**src/rtl/game_ctrl.sv**
```systemverilog
// game_ctrl: bird game sequencer (start/play/die/over, BCD score); GAME_CTRL_HISCORE_EN adds best-score tracking
module game_ctrl #(
    parameter int GO_DELAY  = 20,
    parameter int OVER_HOLD = 10
) (
    input  logic        clk_10,
    input  logic        clr,
    input  logic        start,
    input  logic        hit,
    input  logic        score_tick,
    output logic        tube_clr,
    output logic        over,
    output logic        running,
    output logic [15:0] score,
    output logic [15:0] best
);
    typedef enum logic [2:0] {IDLE, READY, PLAY, DYING, OVER} state_t;

    state_t      state, state_n;
    logic [7:0]  cnt, cnt_n;
    logic [15:0] score_n;
    logic        start_q, start_rise;

    assign start_rise = start & ~start_q;

    function automatic logic [15:0] bcd_inc(input logic [15:0] v);
        logic [15:0] r;
        logic        c;
        r = v;
        c = 1'b1;
        if (v != 16'h9999) begin
            for (int i = 0; i < 4; i++) begin
                if (c) begin
                    if (r[i*4 +: 4] == 4'd9) r[i*4 +: 4] = 4'd0;
                    else begin
                        r[i*4 +: 4] = r[i*4 +: 4] + 4'd1;
                        c = 1'b0;
                    end
                end
            end
        end
        return r;
    endfunction

    // next-state, delay counter and score update
    always_comb begin
        state_n = state;
        cnt_n   = cnt;
        score_n = score;
        case (state)
            IDLE, OVER: if (start_rise) begin
                state_n = READY;
                cnt_n   = 8'(GO_DELAY - 1);
                score_n = 16'h0000;
            end
            READY: if (cnt == 8'd0) state_n = PLAY; else cnt_n = cnt - 8'd1;
            PLAY: if (hit) begin
                state_n = DYING;
                cnt_n   = 8'(OVER_HOLD - 1);
            end else if (score_tick) score_n = bcd_inc(score);
            DYING: if (cnt == 8'd0) state_n = OVER; else cnt_n = cnt - 8'd1;
            default: state_n = IDLE;
        endcase
    end

    // state, counter, score and registered control outputs
    always_ff @(posedge clk_10 or posedge clr) begin
        if (clr) begin
            state    <= IDLE;
            cnt      <= 8'd0;
            score    <= 16'h0000;
            start_q  <= 1'b0;
            tube_clr <= 1'b1;
            over     <= 1'b0;
            running  <= 1'b0;
        end else begin
            state    <= state_n;
            cnt      <= cnt_n;
            score    <= score_n;
            start_q  <= start;
            tube_clr <= (state_n == IDLE) || (state_n == READY);
            over     <= (state_n == DYING) || (state_n == OVER);
            running  <= state_n == PLAY;
        end
    end

`ifdef GAME_CTRL_HISCORE_EN
    // capture a new best when a game ends; score is frozen during DYING
    always_ff @(posedge clk_10 or posedge clr) begin
        if (clr) best <= 16'h0000;
        else if (state == DYING && state_n == OVER && score > best) best <= score;
    end
`else
    assign best = 16'h0000;
`endif
endmodule

```
**config.mk**
```make
export PLATFORM = sky130hd
export DESIGN_NAME = game_ctrl
export DESIGN_NICKNAME = d
export VERILOG_FILES = /design/src/rtl/game_ctrl.sv
export SDC_FILE = /design/constraint.sdc
export NUM_CORES = 1
export LEC_CHECK = 0
export ABC_AREA = 1
export CORE_MARGIN = 1.5
export CORE_UTILIZATION = 34
export CTS_CLUSTER_DIAMETER = 40
export DETAILED_ROUTE_END_ITERATION = 10
export DONT_BUFFER_PORTS = 1
export PLACE_DENSITY_LB_ADDON = 0.05
export SLEW_MARGIN = 30
export SYNTH_ARGS = -nofsm -noshare
export SYNTH_HDL_FRONTEND = slang
export SYNTH_SLANG_ARGS = --single-unit
```
**constraint.sdc**
```tcl
create_clock -name clk_10 -period 1.6 [get_ports clk_10]
set_input_delay 0.32 -clock clk_10 [delete_from_list [all_inputs] [get_ports clk_10]]
set_output_delay 0.32 -clock clk_10 [all_outputs]
set_load 0.005 [all_outputs]
```
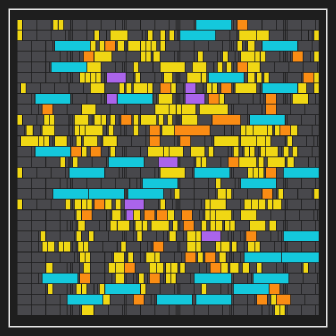
Figure 1: run 1, cells colored by class.
Fill, decap, tap and diode cells in gray.
- orange: other buffers and delay cells (cells 42; share of their area 14%)
- cyan: flip-flops (cells 31; share of their area 31%)
- yellow: all other logic (cells 238; share of their area 52%)
- purple: clock drivers and dummy loads (cells 8; share of their area 3.5%)

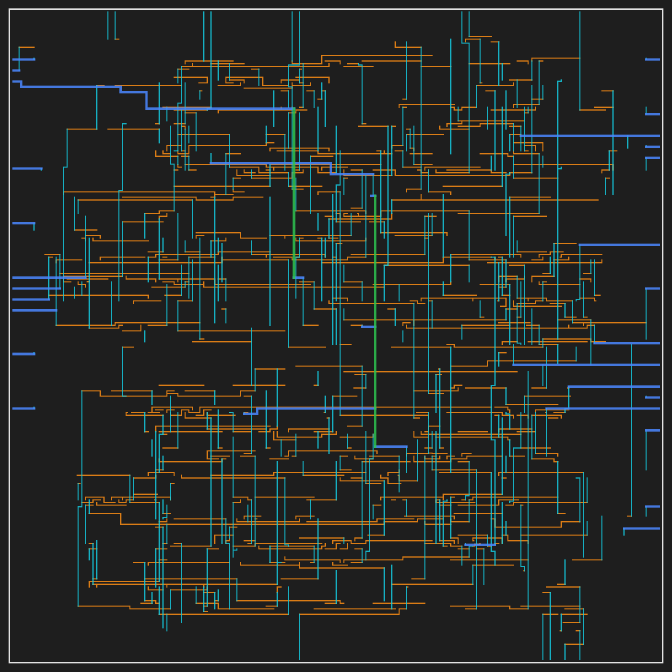
Figure 2: run 1, routed metal, one color a layer.
- orange: met1 (wire length 2430 µm)
- blue: met3 (wire length 222 µm)
- green: met4 (wire length 52.4 µm)
- cyan: met2 (wire length 1890 µm)

==> flow_summary.json, run 1 <==
{
  "met2RoutedLength_um": 1893,
  "share_of_cell_area_taken_by_multi_input_logic_gates_pct": 45.18,
  "grt_setup_unrepaired": "true",
  "critical_path.max_fanout": 7,
  "endpoint_kind": "register",
  "worst_path_most_repeated_cell": "sky130_fd_sc_hd__nor2_4",
  "layout.clock.cell_area_share_pct": 3.370,
  "ys_top_logic_family": "simple AND/OR/NAND/NOR gates",
  "die-width_um": 81.33,
  "gr_usage_total_pct": 15.29,
  "netlist.top_cell.by_area": "sky130_fd_sc_hd__dfrtp_1",
  "route.vias.total": 1745,
  "n_clock_buffer": 5,
  "drt_pass1_iterations": 4,
  "yosys_aoi_share_pct": 4.259,
  "synth.distinct_cells": 29,
  "ir_drop_uv": 240.7,
  "log.warning_count": 31,
  "grt-ovfl-total": 0,
  "final-seq-area_um2": 779.5,
  "power.clock.total_w": 0.000621,
  "clock_latency_at_the_later_pin_of_the_worst_skew_pair_ps": 290,
  "post-cts-setup-buffers": 0,
  "worst_hold_startpoint": "start",
  "layout.buffer.nonclock.area_share_pct": 13.19,
  "period_used_pct": 96.49,
  "yosys_warns": 0,
  "buffers": 42,
  "ctsLongestPathBuffers": 2,
  "yosys.stat.seqShare_pct": 37.25,
  "enable_flop_cells": 0,
  "tns_ps": 0,
  "finalSetupViolations": 0,
  "leakage_nw": 1.367,
  "yosys_most_used_dff": "sky130_fd_sc_hd__dfrtp_1",
  "grt_pass1_vias": 1650,
  "yosysCellCount": 273,
  "grt_first_pass_wirelength_um": 7652,
  "final_routed_drc_violation_total": 0,
  "hold_buffers": 1,
  "cts_buffers": 5,
  "common_cells": "sky130_fd_sc_hd__nand2_1, sky130_fd_sc_hd__nand3_1, sky130_fd_sc_hd__nor2_1",
  "gr-max-usage-layer": "met2",
  "antennaDiodeCount": 0,
  "cellInternalPower_w": 0.001093,
  "tritoncts_num_sinks": 31,
  "highest_clock_frequency_the_design_can_meet_mhz": 647.7,
  "routed.top_layer": "met4",
  "layout.non_clock_inverters": 34,
  "share_clk_of_total_power_pct": 43.1,
  "comb_area_um2": 1191,
  "mean_instance_size_in_the_synthesized_netlist_um2": 7.640,
  "crit_path_class": "reg2reg",
  "crit_path_max_incr_delay_ps": 380,
  "synth_dominant_cell_count": "sky130_fd_sc_hd__nand2_1",
  "cts_resized": 2,
  "outcome": "finished clean",
  "floorplanUtilization_pct": 35.23,
  "crit_path_start_kind": "register",
  "synth.ff_latch_count": 31,
  "numSequentialCells": 31,
  "crit_path_cell_trace": "inv_1 > ha_2 > nand2_2 > nor2_4 > nand3_2 > nor2_4 > nor2_8 > clkbuf_16 > nand3_4 > nand2_1",
  "critPathRequiredTime_ps": 1780,
  "placement_rows": 28,
  "mux_share_pct": 0,
  "p_per_area_nw_per_um2": 546.4,
  "drt_iter0_markers": 57,
  "slew_viol_final": 0,
  "globalplace.congestion": 0.7203,
  "hold_viol": 0,
  "nets": 332,
  "cts-root-buf": "sky130_fd_sc_hd__clkbuf_8",
  "met3RoutedLength_um": 221,
  "netlist_top_cells_area": "sky130_fd_sc_hd__dfrtp_1, sky130_fd_sc_hd__nand2_1, sky130_fd_sc_hd__nand3_1, sky130_fd_sc_hd__nor2_1, sky130_fd_sc_hd__buf_4",
  "r2r_worst_path_depth": 10,
  "met3_usage_pct": 4.270,
  "sequentialPower_w": 0.000786
}
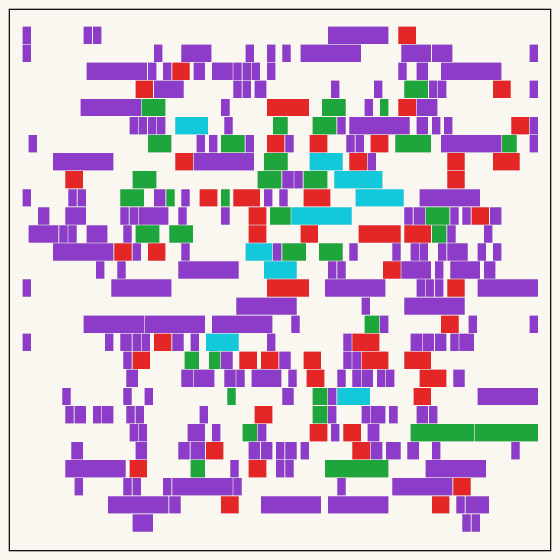
Figure 3: run 1, sizing map.
- cyan: drive 6 and up (cells 9; most used clkbuf_8)
- red: drive 3 to 4 (cells 52; most used buf_4)
- purple: drive 1 or less (cells 223; most used nand2_1)
- green: drive 2 (cells 35; most used nand3_2)

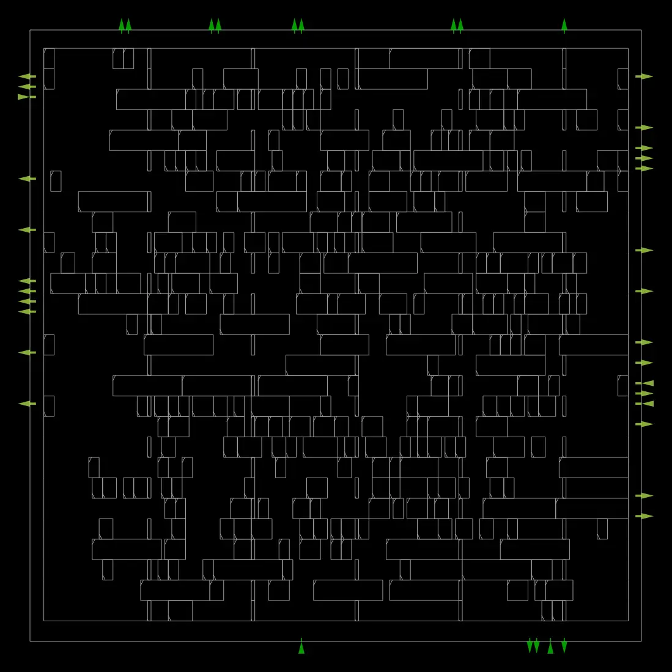
Figure 4: run 1, placement view.
Final Util: 44.53%
fraction of area in registers: 29.57%

## run 1: stage by stage
stage,util (%),cell area [µm²],power [W],setup WS (ps)
final,44.53,2636,0.001440,56.18
after global routing,44.53,2636,0.001517,-28.30
after CTS,41.29,2445,0.001474,6.103
after detailed placement,39.56,2342,0.0008330,1.066
after global placement,39.56,2342,0.0008331,-7.601
after floorplan,-,2142,0.0008502,74.39
## run 1: registers in the layout, indices dropped and copies added, names as in the netlist
name	flops
tube_clr	1
score	16
cnt	8
over	1
state	3
running	1
start_q	1
## run 1: worst max-delay path by stage
stage / from / cells past startpoint / to / slack, ps
finish: score[1]$_DFFE_PP0P_ / 10 / score[15]$_DFFE_PP0P_ / 60
global route: score[1]$_DFFE_PP0P_ / 10 / score[0]$_DFFE_PP0P_ / -30
CTS: score[0]$_DFFE_PP0P_ / 9 / score[1]$_DFFE_PP0P_ / 6
detailed placement: state[1]$_DFF_PP0_ / 7 / score[4]$_DFFE_PP0P_ / 1
global placement: state[1]$_DFF_PP0_ / 7 / score[2]$_DFFE_PP0P_ / -8
floorplan: score[9]$_DFFE_PP0P_ / 10 / score[6]$_DFFE_PP0P_ / 70
## run 1: cells in the final DEF (no fill, tap or decap)
| cell type | count |
|---|---|
| sky130_fd_sc_hd__conb_1 | 16 |
| sky130_fd_sc_hd__inv_2 | 4 |
| sky130_fd_sc_hd__dfstp_2 | 1 |
| sky130_fd_sc_hd__o21ai_2 | 1 |
| sky130_fd_sc_hd__nor2_8 | 1 |
| sky130_fd_sc_hd__nand2_2 | 4 |
| sky130_fd_sc_hd__nand4_1 | 2 |
| sky130_fd_sc_hd__o21bai_1 | 1 |
| sky130_fd_sc_hd__nand3_2 | 16 |
| sky130_fd_sc_hd__clkinv_2 | 1 |
| sky130_fd_sc_hd__xor2_1 | 4 |
| sky130_fd_sc_hd__dfrtp_2 | 2 |
| sky130_fd_sc_hd__clkbuf_8 | 5 |
| sky130_fd_sc_hd__nand2_1 | 62 |
| sky130_fd_sc_hd__nor2_1 | 30 |
| sky130_fd_sc_hd__inv_1 | 29 |
| sky130_fd_sc_hd__dlygate4sd3_1 | 1 |
| sky130_fd_sc_hd__clkbuf_16 | 1 |
| sky130_fd_sc_hd__nor2_4 | 6 |
| sky130_fd_sc_hd__a21oi_1 | 3 |
| sky130_fd_sc_hd__ha_2 | 1 |
| sky130_fd_sc_hd__nand3_4 | 3 |
| sky130_fd_sc_hd__ha_1 | 8 |
| sky130_fd_sc_hd__dfrtp_1 | 28 |
| sky130_fd_sc_hd__buf_12 | 1 |
| sky130_fd_sc_hd__nand2_4 | 2 |
| sky130_fd_sc_hd__a31oi_1 | 2 |
| sky130_fd_sc_hd__xnor2_1 | 4 |
| sky130_fd_sc_hd__o21ai_0 | 5 |
| sky130_fd_sc_hd__clkinvlp_4 | 2 |
| sky130_fd_sc_hd__buf_4 | 39 |
| sky130_fd_sc_hd__nand3_1 | 24 |
| sky130_fd_sc_hd__inv_8 | 1 |
| sky130_fd_sc_hd__nor2_2 | 5 |
| sky130_fd_sc_hd__o21ai_1 | 4 |
==> run 1 -> run 2 <==
--- a/config.mk
+++ b/config.mk
@@ -6,6 +6,7 @@
 export NUM_CORES = 1
 export LEC_CHECK = 0
 export ABC_AREA = 1
+export CORE_ASPECT_RATIO = 0.5
 export CORE_MARGIN = 1.5
 export CORE_UTILIZATION = 34
 export CTS_CLUSTER_DIAMETER = 40
@@ -16,3 +17,4 @@
 export SYNTH_ARGS = -nofsm -noshare
 export SYNTH_HDL_FRONTEND = slang
 export SYNTH_SLANG_ARGS = --single-unit
+export TNS_END_PERCENT = 100
==> constraint.sdc (replaced) <==
create_clock -name clk_10 -period 1.3 [get_ports clk_10]
set_input_delay 0.26 -clock clk_10 [delete_from_list [all_inputs] [get_ports clk_10]]
set_output_delay 0.26 -clock clk_10 [all_outputs]
set_load 0.005 [all_outputs]
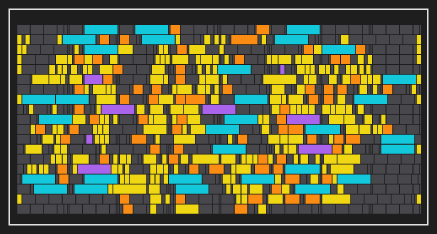
Figure 5: run 2, cells colored by class.
Fill, decap, tap and diode cells in gray.
- cyan: flip-flops (cells 31; share of their area 26%)
- yellow: all other logic (cells 238; share of their area 49%)
- orange: other buffers and delay cells (cells 73; share of their area 20%)
- purple: clock drivers and dummy loads (cells 8; share of their area 4.9%)

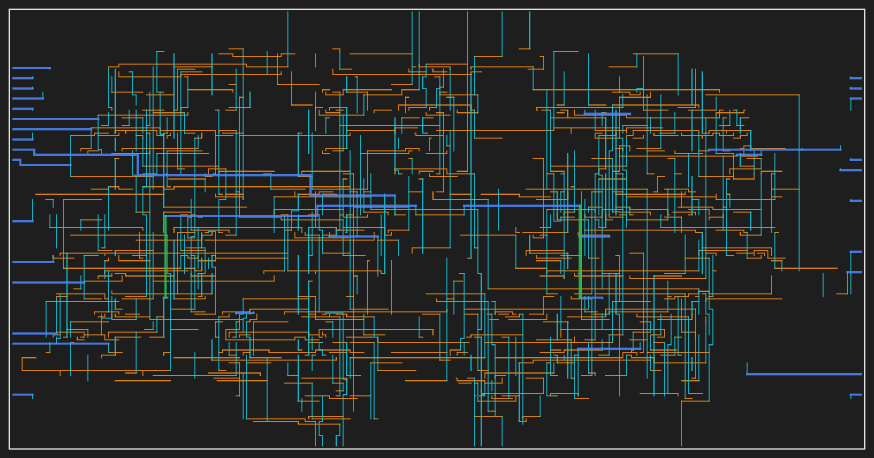
Figure 6: run 2, routed metal, one color a layer.
sum of routed wire length over all layers: 5225 µm
DR WL/cell: 12.35 µm
gr usage total: 16.48%
overall via count from detail_route: 1943

==> flow_summary.json, run 2 <==
{
  "globalplace.congestion": 0.7672,
  "globalRouteMet2Util_pct": 27.37,
  "tritoncts_num_sinks": 31,
  "mux_share_pct": 0,
  "syn_to_final_growth_pct": 47.99,
  "clock_latency_at_the_later_pin_of_the_worst_skew_pair_ps": 280,
  "grt_first_pass_wirelength_um": 8535,
  "highest_clock_frequency_the_design_can_meet_mhz": 643.4,
  "met3_usage_pct": 5.767,
  "asyncSetResetFlopFracSynth_pct": 100.0,
  "placement_rows": 19,
  "crit_path_start_kind": "register",
  "max-cap-violations": 0,
  "synth.distinct_cells": 29,
  "p_per_area_nw_per_um2": 715.5,
  "ir_drop_uv": 462.3,
  "grt_pass1_vias": 1885,
  "layout_top_cells": "sky130_fd_sc_hd__buf_4, sky130_fd_sc_hd__nand2_1, sky130_fd_sc_hd__dfrtp_1",
  "period_used_pct": 119.6,
  "ys_area_um2": 2086,
  "synth_dominant_cell_count": "sky130_fd_sc_hd__nand2_1",
  "place_inst": 397,
  "yosys_warns": 0,
  "worstPathArrival_ps": 1720,
  "grt-ovfl-total": 0,
  "enable_flop_cells": 0,
  "mean_instance_size_in_the_synthesized_netlist_um2": 7.640,
  "drtAntennaViolNets": 0,
  "via_to_cell_ratio": 4.593,
  "synth.ff_latch_count": 31,
  "cts_tree": "yes",
  "drt_pass1_iterations": 4,
  "floorplanUtilization_pct": 36.56,
  "grt_max_degree": 18,
  "cts_buffers": 5,
  "leakage_nw": 1.590,
  "yosys_aoi_share_pct": 4.259,
  "final_critical_path_setup_slack_ps": -254.3,
  "yosys.stat.seqShare_pct": 37.25,
  "final-seq-area_um2": 779.5,
  "max_flop_register": "score",
  "synth.top_cell.area_share_pct": 35.99,
  "critPathRequiredTime_ps": 1460,
  "clock_tree.htree_level_count": 2,
  "slew_viol_final": 0,
  "outcome": "complete, but fails checks",
  "die_height_um": 58.39,
  "critical_path.max_fanout": 9,
  "synth_cells": 273,
  "nFillCells": 540,
  "drive_above_1_share_pct": 44.57,
  "antennaDiodeCount": 0,
  "comb_area_um2": 1316,
  "gr-max-usage-layer": "met2",
  "reg2reg_setup_slack_ps": -250,
  "nets": 363,
  "hold_viol": 0,
  "ys_top_logic_family": "simple AND/OR/NAND/NOR gates",
  "violations": "negative setup slack",
  "fin_util_pct": 54.10,
  "fp.coreArea_um2": 5705,
  "finalSetupViolations": 24,
  "yosysCellCount": 273,
  "ctsLongestPathBuffers": 2,
  "common_cells": "sky130_fd_sc_hd__nand2_1, sky130_fd_sc_hd__nand3_1, sky130_fd_sc_hd__nor2_1",
  "die-width_um": 113.8,
  "xor_share_pct": 3.359,
  "synth.cell_area_um2": 2086,
  "largest_register_ff_count": 16,
  "final_routed_drc_violation_total": 0,
  "drt_iter0_markers": 80,
  "largestRegisters": "score x16, cnt x8, state x3",
  "layout.cells.most_common": "sky130_fd_sc_hd__buf_4",
  "netlist_top_cells_area": "sky130_fd_sc_hd__dfrtp_1, sky130_fd_sc_hd__nand2_1, sky130_fd_sc_hd__nand3_1, sky130_fd_sc_hd__nor2_1, sky130_fd_sc_hd__buf_4",
  "log.warning_count": 33,
  "cts-root-buf": "sky130_fd_sc_hd__clkbuf_16",
  "crit_path_class": "reg2reg",
  "yosys_most_used_dff": "sky130_fd_sc_hd__dfrtp_1",
  "netlist.top_cell.by_area": "sky130_fd_sc_hd__dfrtp_1",
  "grt_setup_unrepaired": "true",
  "ys_sh_simple_pct": 35.57,
  "min_clock_period_post_route_ps": 1554,
  "endpoint_kind": "register",
  "initial_antenna_violation_count": 0
}
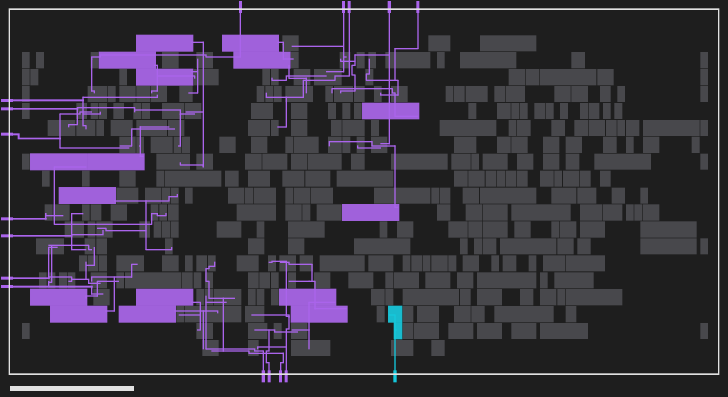
Figure 7: run 2, I/O nets highlighted.
Bar = 20 µm.
- cyan: `score_tick` (bits 1; direction input; end cells 2; buffers 0; wire 10.1 µm)
- purple: `score` (bits 16; direction output; end cells 16; buffers 17; wire 754 µm)

-- run 2: cell counts after synthesis --
Identical to the previous run, type by type.
-- run 2: layout make-up --
cell class,count,share of cell area [%]
multi-input cells,204,42.64
clock inverters,1,0.1621
well taps,73,2.959
inverters,34,4.702
clock buffers,7,4.621
repair buffers,73,19.66
flip-flops and latches,31,25.25
-- run 2: worst paths after layout --
path,start,cells past startpoint,end
worst max-delay path,score[9]$_DFFE_PP0P_,10,score[4]$_DFFE_PP0P_
max in group asynchronous,clr,3,running$_DFF_PP0_
min in group asynchronous,clr,2,cnt[1]$_DFFE_PP0P_
worst max register to register,score[9]$_DFFE_PP0P_,10,score[4]$_DFFE_PP0P_
worst min register to register,cnt[7]$_DFFE_PP0P_,3,cnt[7]$_DFFE_PP0P_
worst min-delay path,hit,4,over$_DFF_PP0_
-- run 2: cells by family (layout without fill, tap and decap cells) --
group,count (synthesis),after routing
other,1,16
adder cells (fa/ha/maj),9,9
buffers and inverters,53,115
AND/OR/NAND/NOR,155,155
AND-OR/OR-AND,16,16
flip-flops,31,31
XOR/XNOR,8,8
-- run 2: layer usage --
| metal | vias up | wire, µm |
|---|---|---|
| met5 | - | 0 |
| met4 | 0 | 23 |
| met1 | 907 | 2579 |
| met3 | 5 | 274 |
| li1 | 985 | - |
| met2 | 46 | 2348 |
-- run 2: metrics by stage --
| stage | setup WS [ps] | TNS [ps] | hold slack (ps) | total power, W | cell area [µm²] |
|---|---|---|---|---|---|
| 6_report | -254.3 | -4066 | 320.3 | 0.002208 | 3087 |
| 3_5_place_dp | -259.0 | -4447 | 176.1 | 0.001029 | 2560 |
| 5_1_grt | -346.2 | -6407 | 328.6 | 0.002296 | 3087 |
| 4_1_cts | -221.2 | -2709 | 2.135 | 0.002234 | 2893 |
| 3_3_place_gp | -266.3 | -4479 | 175.9 | 0.001030 | 2560 |
| 2_1_floorplan | -181.7 | -2248 | 291.4 | 0.001046 | 2200 |
-- run 2: timing repair --
item | CTS | global route
endpoints found under the setup margin | 26 | 29
buffers inserted | 5 | 11
hold buffers | 1 | 1
resized | 39 | 32
endpoints found under the hold margin | 6 | 1
pin swaps | 11 | 12
-- run 2: power breakdown --
part	leakage [nW]	total (W)	switching [W]	internal, W
clock network	0.0739	0.00119	0.000433	0.000759
logic	1.10	0.0000483	0.0000350	0.0000133
registers	0.413	0.000968	0.000000745	0.000968
-- run 2: critical path: stages (launching register included) --
cell and delay, ps:
sky130_fd_sc_hd__dfrtp_1 370, sky130_fd_sc_hd__inv_1 50, sky130_fd_sc_hd__ha_1 130, sky130_fd_sc_hd__nand2_1 60, sky130_fd_sc_hd__nor2_2 200, sky130_fd_sc_hd__nand3_2 130, sky130_fd_sc_hd__nor2_4 150, sky130_fd_sc_hd__nor2_8 90
sky130_fd_sc_hd__buf_6 140, sky130_fd_sc_hd__nand3_1 60, sky130_fd_sc_hd__nand2_1 60
Power is estimated from default activity; no workload was simulated.
